Fig. 1: metal 3
(4 px per µm) Cells faint in the background.
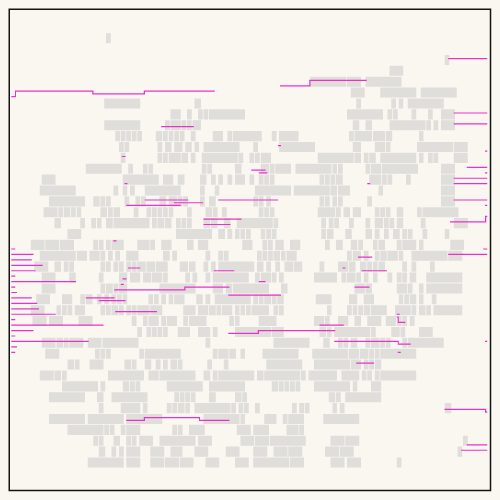
Fig. 2: local utilization
(3 px per µm) The die is cut into 12 by 12 equal tiles; white is low, dark blue is high, 0 to 100% covered.
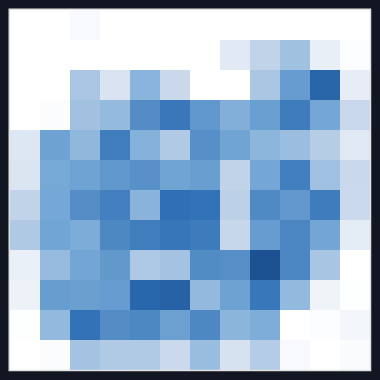
Fig. 3: met1 routing
(2 px per µm) Supply wires on this layer in gray.
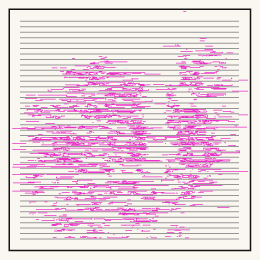
[config.mk]
export PLATFORM = sky130hd
export DESIGN_NAME = sccb_cfg_seq
export DESIGN_NICKNAME = d
export VERILOG_FILES = /design/src/rtl/sccb_cfg_pkg.sv /design/src/rtl/sccb_cfg_delay.sv /design/src/rtl/sccb_cfg_seq.sv
export SDC_FILE = /design/constraint.sdc
export NUM_CORES = 1
export LEC_CHECK = 0
export ABC_AREA = 1
export CORE_MARGIN = 5
export CORE_UTILIZATION = 33
export DETAILED_ROUTE_END_ITERATION = 10
export PLACE_DENSITY_LB_ADDON = 0.25
export SLEW_MARGIN = 40
export SYNTH_ARGS = -nofsm -noshare
export SYNTH_HDL_FRONTEND = slang
export SYNTH_SLANG_ARGS = --single-unit
[constraint.sdc]
create_clock -name PCLK -period 2.15 [get_ports PCLK]
set_input_delay 0.43 -clock PCLK [delete_from_list [all_inputs] [get_ports PCLK]]
set_output_delay 0.43 -clock PCLK [all_outputs]
set_load 0.01 [all_outputs]
[src/rtl/sccb_cfg_pkg.sv]
// Shared definitions for the table-driven SCCB configuration sequencer.
package sccb_cfg_pkg;

  localparam int unsigned ENTRY_W = 18;
  localparam int unsigned OP_MSB  = 17;
  localparam int unsigned OP_LSB  = 16;
  localparam int unsigned SUB_MSB = 15;
  localparam int unsigned SUB_LSB = 8;
  localparam int unsigned DAT_MSB = 7;
  localparam int unsigned DAT_LSB = 0;

  localparam logic [7:0] CHIPID_SUB_HI = 8'h0A;
  localparam logic [7:0] CHIPID_SUB_LO = 8'h0B;

  typedef enum logic [1:0] {
    OP_WR  = 2'd0,
    OP_WRV = 2'd1,
    OP_DLY = 2'd2,
    OP_END = 2'd3
  } op_e;

  typedef enum logic [1:0] {
    ERR_NONE   = 2'd0,
    ERR_VERIFY = 2'd1,
    ERR_CHIPID = 2'd2
  } err_e;

  typedef enum logic [3:0] {
    ST_IDLE,
    ST_ID_RD1,
    ST_ID_RD2,
    ST_FETCH,
    ST_DECODE,
    ST_WRITE,
    ST_VREAD,
    ST_CHECK,
    ST_DELAY,
    ST_NEXT,
    ST_DONE,
    ST_ERR
  } state_e;

endpackage

[src/rtl/sccb_cfg_delay.sv]
// Delay-entry down-counter. A loaded count of N expires after max(N,1) ticks;
// the stored value is N-1 so that o_zero marks the final tick.
module sccb_cfg_delay #(
  parameter int unsigned DELAY_W = 16
) (
  input  logic               PCLK,
  input  logic               PRESETN,
  input  logic               i_load,
  input  logic [DELAY_W-1:0] i_val,
  input  logic               i_tick,
  output logic               o_zero
);

  logic [DELAY_W-1:0] r_cnt;

  always_ff @(posedge PCLK or negedge PRESETN) begin
    if (!PRESETN) begin
      r_cnt <= '0;
    end else if (i_load) begin
      r_cnt <= (i_val == '0) ? '0 : i_val - DELAY_W'(1);
    end else if (i_tick && (r_cnt != '0)) begin
      r_cnt <= r_cnt - DELAY_W'(1);
    end
  end

  assign o_zero = (r_cnt == '0);

endmodule

[src/rtl/sccb_cfg_seq.sv]
// Table-driven SCCB configuration sequencer.
// Optional chip-ID check before the table walk: define SCCB_CFG_CHIPID_CHECK_EN.
module sccb_cfg_seq
  import sccb_cfg_pkg::*;
#(
  parameter int unsigned NUM_ENTRIES = 16,
  parameter int unsigned IDX_W       = $clog2(NUM_ENTRIES),
  parameter logic [7:0]  DEV_ID      = 8'h42,
  parameter int unsigned DELAY_W     = 16,
  parameter int unsigned MAX_RETRY   = 3,
  parameter logic [15:0] CHIP_ID     = 16'h7673
) (
  input  logic             PCLK,
  input  logic             PRESETN,
  input  logic             mid_pulse,
  input  logic             go,
  output logic [IDX_W-1:0] tbl_idx,
  input  logic [17:0]      tbl_entry,
  output logic             sccb_start,
  output logic             sccb_rw,
  output logic [7:0]       sccb_id,
  output logic [7:0]       sccb_sub,
  output logic [7:0]       sccb_wdata,
  input  logic [7:0]       sccb_rdata,
  input  logic             sccb_done,
  output logic             busy,
  output logic             cfg_done,
  output logic             cfg_err,
  output logic [IDX_W-1:0] err_idx,
  output logic [1:0]       err_code
);

  localparam logic [7:0] RD_ID = DEV_ID | 8'h01;

  state_e           r_state, w_nxt_state;
  op_e              r_op, w_nxt_op;
  logic [IDX_W-1:0] r_idx, w_nxt_idx, r_eidx, w_nxt_eidx;
  logic             r_start, w_nxt_start, r_rw, w_nxt_rw;
  logic [7:0]       r_id, w_nxt_id, r_sub, w_nxt_sub, r_wdata, w_nxt_wdata;
  logic [7:0]       r_rdata, w_nxt_rdata, r_id_hi, w_nxt_id_hi;
  logic             r_busy, w_nxt_busy, r_done, w_nxt_done, r_err, w_nxt_err;
  logic [1:0]       r_ecode, w_nxt_ecode;
  logic [2:0]       r_retry, w_nxt_retry;
  logic             w_dly_load, w_dly_zero;

  sccb_cfg_delay #(.DELAY_W(DELAY_W)) u_delay (
    .PCLK    (PCLK),
    .PRESETN (PRESETN),
    .i_load  (w_dly_load),
    .i_val   (DELAY_W'(tbl_entry[SUB_MSB:DAT_LSB])),
    .i_tick  (mid_pulse && (r_state == ST_DELAY)),
    .o_zero  (w_dly_zero)
  );

`ifndef SCCB_CFG_CHIPID_CHECK_EN
  logic w_unused_chip_id;
  assign w_unused_chip_id = ^CHIP_ID;
`endif

  always_ff @(posedge PCLK or negedge PRESETN) begin
    if (!PRESETN) begin
      r_state <= ST_IDLE;
      r_op    <= OP_WR;
      r_idx   <= '0;
      r_eidx  <= '0;
      r_start <= 1'b0;
      r_rw    <= 1'b0;
      r_id    <= '0;
      r_sub   <= '0;
      r_wdata <= '0;
      r_rdata <= '0;
      r_id_hi <= '0;
      r_busy  <= 1'b0;
      r_done  <= 1'b0;
      r_err   <= 1'b0;
      r_ecode <= ERR_NONE;
      r_retry <= '0;
    end else begin
      r_state <= w_nxt_state;
      r_op    <= w_nxt_op;
      r_idx   <= w_nxt_idx;
      r_eidx  <= w_nxt_eidx;
      r_start <= w_nxt_start;
      r_rw    <= w_nxt_rw;
      r_id    <= w_nxt_id;
      r_sub   <= w_nxt_sub;
      r_wdata <= w_nxt_wdata;
      r_rdata <= w_nxt_rdata;
      r_id_hi <= w_nxt_id_hi;
      r_busy  <= w_nxt_busy;
      r_done  <= w_nxt_done;
      r_err   <= w_nxt_err;
      r_ecode <= w_nxt_ecode;
      r_retry <= w_nxt_retry;
    end
  end

  // Read states raise start one tick after entry so a done still held from
  // the preceding transaction is never mistaken for the read's completion.
  always_comb begin
    w_nxt_state = r_state;
    w_nxt_op    = r_op;
    w_nxt_idx   = r_idx;
    w_nxt_eidx  = r_eidx;
    w_nxt_start = r_start;
    w_nxt_rw    = r_rw;
    w_nxt_id    = r_id;
    w_nxt_sub   = r_sub;
    w_nxt_wdata = r_wdata;
    w_nxt_rdata = r_rdata;
    w_nxt_id_hi = r_id_hi;
    w_nxt_busy  = r_busy;
    w_nxt_done  = r_done;
    w_nxt_err   = r_err;
    w_nxt_ecode = r_ecode;
    w_nxt_retry = r_retry;
    w_dly_load  = 1'b0;
    if (mid_pulse) begin
      case (r_state)
        ST_IDLE, ST_DONE, ST_ERR: begin
          if (go) begin
            w_nxt_done  = 1'b0;
            w_nxt_err   = 1'b0;
            w_nxt_ecode = ERR_NONE;
            w_nxt_eidx  = '0;
            w_nxt_idx   = '0;
            w_nxt_retry = '0;
            w_nxt_busy  = 1'b1;
`ifdef SCCB_CFG_CHIPID_CHECK_EN
            w_nxt_start = 1'b1;
            w_nxt_rw    = 1'b1;
            w_nxt_id    = RD_ID;
            w_nxt_sub   = CHIPID_SUB_HI;
            w_nxt_state = ST_ID_RD1;
`else
            w_nxt_state = ST_FETCH;
`endif
          end
        end
`ifdef SCCB_CFG_CHIPID_CHECK_EN
        ST_ID_RD1: begin
          if (sccb_done) begin
            w_nxt_id_hi = sccb_rdata;
            w_nxt_start = 1'b0;
            w_nxt_state = ST_ID_RD2;
          end
        end
        ST_ID_RD2: begin
          if (!r_start) begin
            w_nxt_start = 1'b1;
            w_nxt_sub   = CHIPID_SUB_LO;
          end else if (sccb_done) begin
            w_nxt_start = 1'b0;
            if ({r_id_hi, sccb_rdata} == CHIP_ID) begin
              w_nxt_state = ST_FETCH;
            end else begin
              w_nxt_err   = 1'b1;
              w_nxt_ecode = ERR_CHIPID;
              w_nxt_eidx  = '0;
              w_nxt_busy  = 1'b0;
              w_nxt_state = ST_ERR;
            end
          end
        end
`endif
        ST_FETCH: w_nxt_state = ST_DECODE;
        ST_DECODE: begin
          w_nxt_op = op_e'(tbl_entry[OP_MSB:OP_LSB]);
          case (op_e'(tbl_entry[OP_MSB:OP_LSB]))
            OP_WR, OP_WRV: begin
              w_nxt_id    = DEV_ID;
              w_nxt_sub   = tbl_entry[SUB_MSB:SUB_LSB];
              w_nxt_wdata = tbl_entry[DAT_MSB:DAT_LSB];
              w_nxt_rw    = 1'b0;
              w_nxt_start = 1'b1;
              w_nxt_state = ST_WRITE;
            end
            OP_DLY: begin
              w_dly_load  = 1'b1;
              w_nxt_state = ST_DELAY;
            end
            OP_END: begin
              w_nxt_done  = 1'b1;
              w_nxt_busy  = 1'b0;
              w_nxt_state = ST_DONE;
            end
          endcase
        end
        ST_WRITE: begin
          if (sccb_done) begin
            w_nxt_start = 1'b0;
            if (r_op == OP_WRV) begin
              w_nxt_id    = RD_ID;
              w_nxt_rw    = 1'b1;
              w_nxt_state = ST_VREAD;
            end else begin
              w_nxt_state = ST_NEXT;
            end
          end
        end
        ST_VREAD: begin
          if (!r_start) begin
            w_nxt_start = 1'b1;
          end else if (sccb_done) begin
            w_nxt_start = 1'b0;
            w_nxt_rdata = sccb_rdata;
            w_nxt_state = ST_CHECK;
          end
        end
        ST_CHECK: begin
          if (r_rdata == r_wdata) begin
            w_nxt_retry = '0;
            w_nxt_state = ST_NEXT;
          end else if (r_retry < 3'(MAX_RETRY)) begin
            w_nxt_retry = r_retry + 3'd1;
            w_nxt_state = ST_DECODE;
          end else begin
            w_nxt_err   = 1'b1;
            w_nxt_ecode = ERR_VERIFY;
            w_nxt_eidx  = r_idx;
            w_nxt_busy  = 1'b0;
            w_nxt_state = ST_ERR;
          end
        end
        ST_DELAY: begin
          if (w_dly_zero) w_nxt_state = ST_NEXT;
        end
        ST_NEXT: begin
          if (r_idx == IDX_W'(NUM_ENTRIES - 1)) begin
            w_nxt_done  = 1'b1;
            w_nxt_busy  = 1'b0;
            w_nxt_state = ST_DONE;
          end else begin
            w_nxt_idx   = r_idx + IDX_W'(1);
            w_nxt_state = ST_FETCH;
          end
        end
        default: w_nxt_state = ST_IDLE;
      endcase
    end
  end

  assign tbl_idx    = r_idx;
  assign sccb_start = r_start;
  assign sccb_rw    = r_rw;
  assign sccb_id    = r_id;
  assign sccb_sub   = r_sub;
  assign sccb_wdata = r_wdata;
  assign busy       = r_busy;
  assign cfg_done   = r_done;
  assign cfg_err    = r_err;
  assign err_idx    = r_eidx;
  assign err_code   = r_ecode;

endmodule

==> flow_metrics.env <==
# source this file to load flow results
export IMPL_synth_area_mm2=0.00399
export IMPL_grt_use_met2=0.275
export IMPL_dp_cells=791
export IMPL_first_global_vias=3975
export IMPL_first_pass_iters=5
export IMPL_clock_latency_ns=0.34
export IMPL_grt_max_degree=41
export IMPL_combPwrFrac=0.426
export IMPL_dr_first_iter_drc_count=291
export IMPL_nClkBuffers=11
export IMPL_dr_wl_met2_mm=5.25
export IMPL_leakage_nw=2.58
export IMPL_regMostFlops="u_delay.r_cnt"
export IMPL_worstPathCellList="inv_2 -> nor2_8 -> nand2_1 -> nor2_2 -> nand4_2 -> mux2_2"
export IMPL_grt_total_usage=0.162
export IMPL_crit_type="register to register"
export IMPL_grt_overflow_total=0
export IMPL_final_cell_count_no_fill=807
export IMPL_rsz0062_at_grt="false"
export IMPL_warning_count=27
export IMPL_portBuffers=63
export IMPL_yosys_top_cells_area="dfrtp_1, nand2_1, nor2_1"
export IMPL_die_size_y_um=120
export IMPL_sh_seq_area=0.305
export IMPL_cts_tree="done"
export IMPL_status="complete, no violations"
export IMPL_mux_area_frac=0.00847
export IMPL_antenna_found_initial=0
export IMPL_yosysCellCount=570
export IMPL_nets=691
export IMPL_buf_share=0.158
export IMPL_finalSetupTns_ns=0
export IMPL_cp_endpoint="r_rdata[2]$_DFFE_PN0P_"
export IMPL_n_all_buffers=85
export IMPL_reg2regPathDepth=6
export IMPL_grt_pass1_wl_mm=18.9
export IMPL_cp_end_kind="register"
export IMPL_taps=147
export IMPL_powerClk_mw=1.37
export IMPL_clockPowerShare=0.238
export IMPL_final_cell_mix="nand2_1, nor2_1, dfrtp_1"
export IMPL_clockBufferDepth=2
export IMPL_place_gp_congestion=0.900
export IMPL_switching_share=0.398
export IMPL_wl_met1_mm=4.85
export IMPL_finalSetupViolCount=0
export IMPL_synthArstFlopShare=1.00
export IMPL_regArea_mm2=0.00158
export IMPL_busiest_layer="met2"
export IMPL_fin_area_mm2=0.00517
export IMPL_avgSynthCellArea_um2=7.00
export IMPL_nMultiInputCombCells=432
export IMPL_ys_area_mm2=0.00399
export IMPL_synthCells=570
export IMPL_synthTopLogicFamily="simple AND/OR/NAND/NOR gates"
export IMPL_final_hold_viol_count=0
export IMPL_area_growth_synth_to_final_pct=29.7
export IMPL_fin_ws_ns=0.299
export IMPL_cp_start_kind="register"
export IMPL_cts_buffers=9
About Fig. 1:
main direction = horizontal
share of all routed wire = 5.0%

About Fig. 2:
mean over tiles = 35%
emptiest ninth of the die = north-west
fullest tile = 87%
FP Core Util: 0.335
Util after Layout: 0.434

About Fig. 3:
main direction = horizontal
wire length on this layer = 4,850 µm

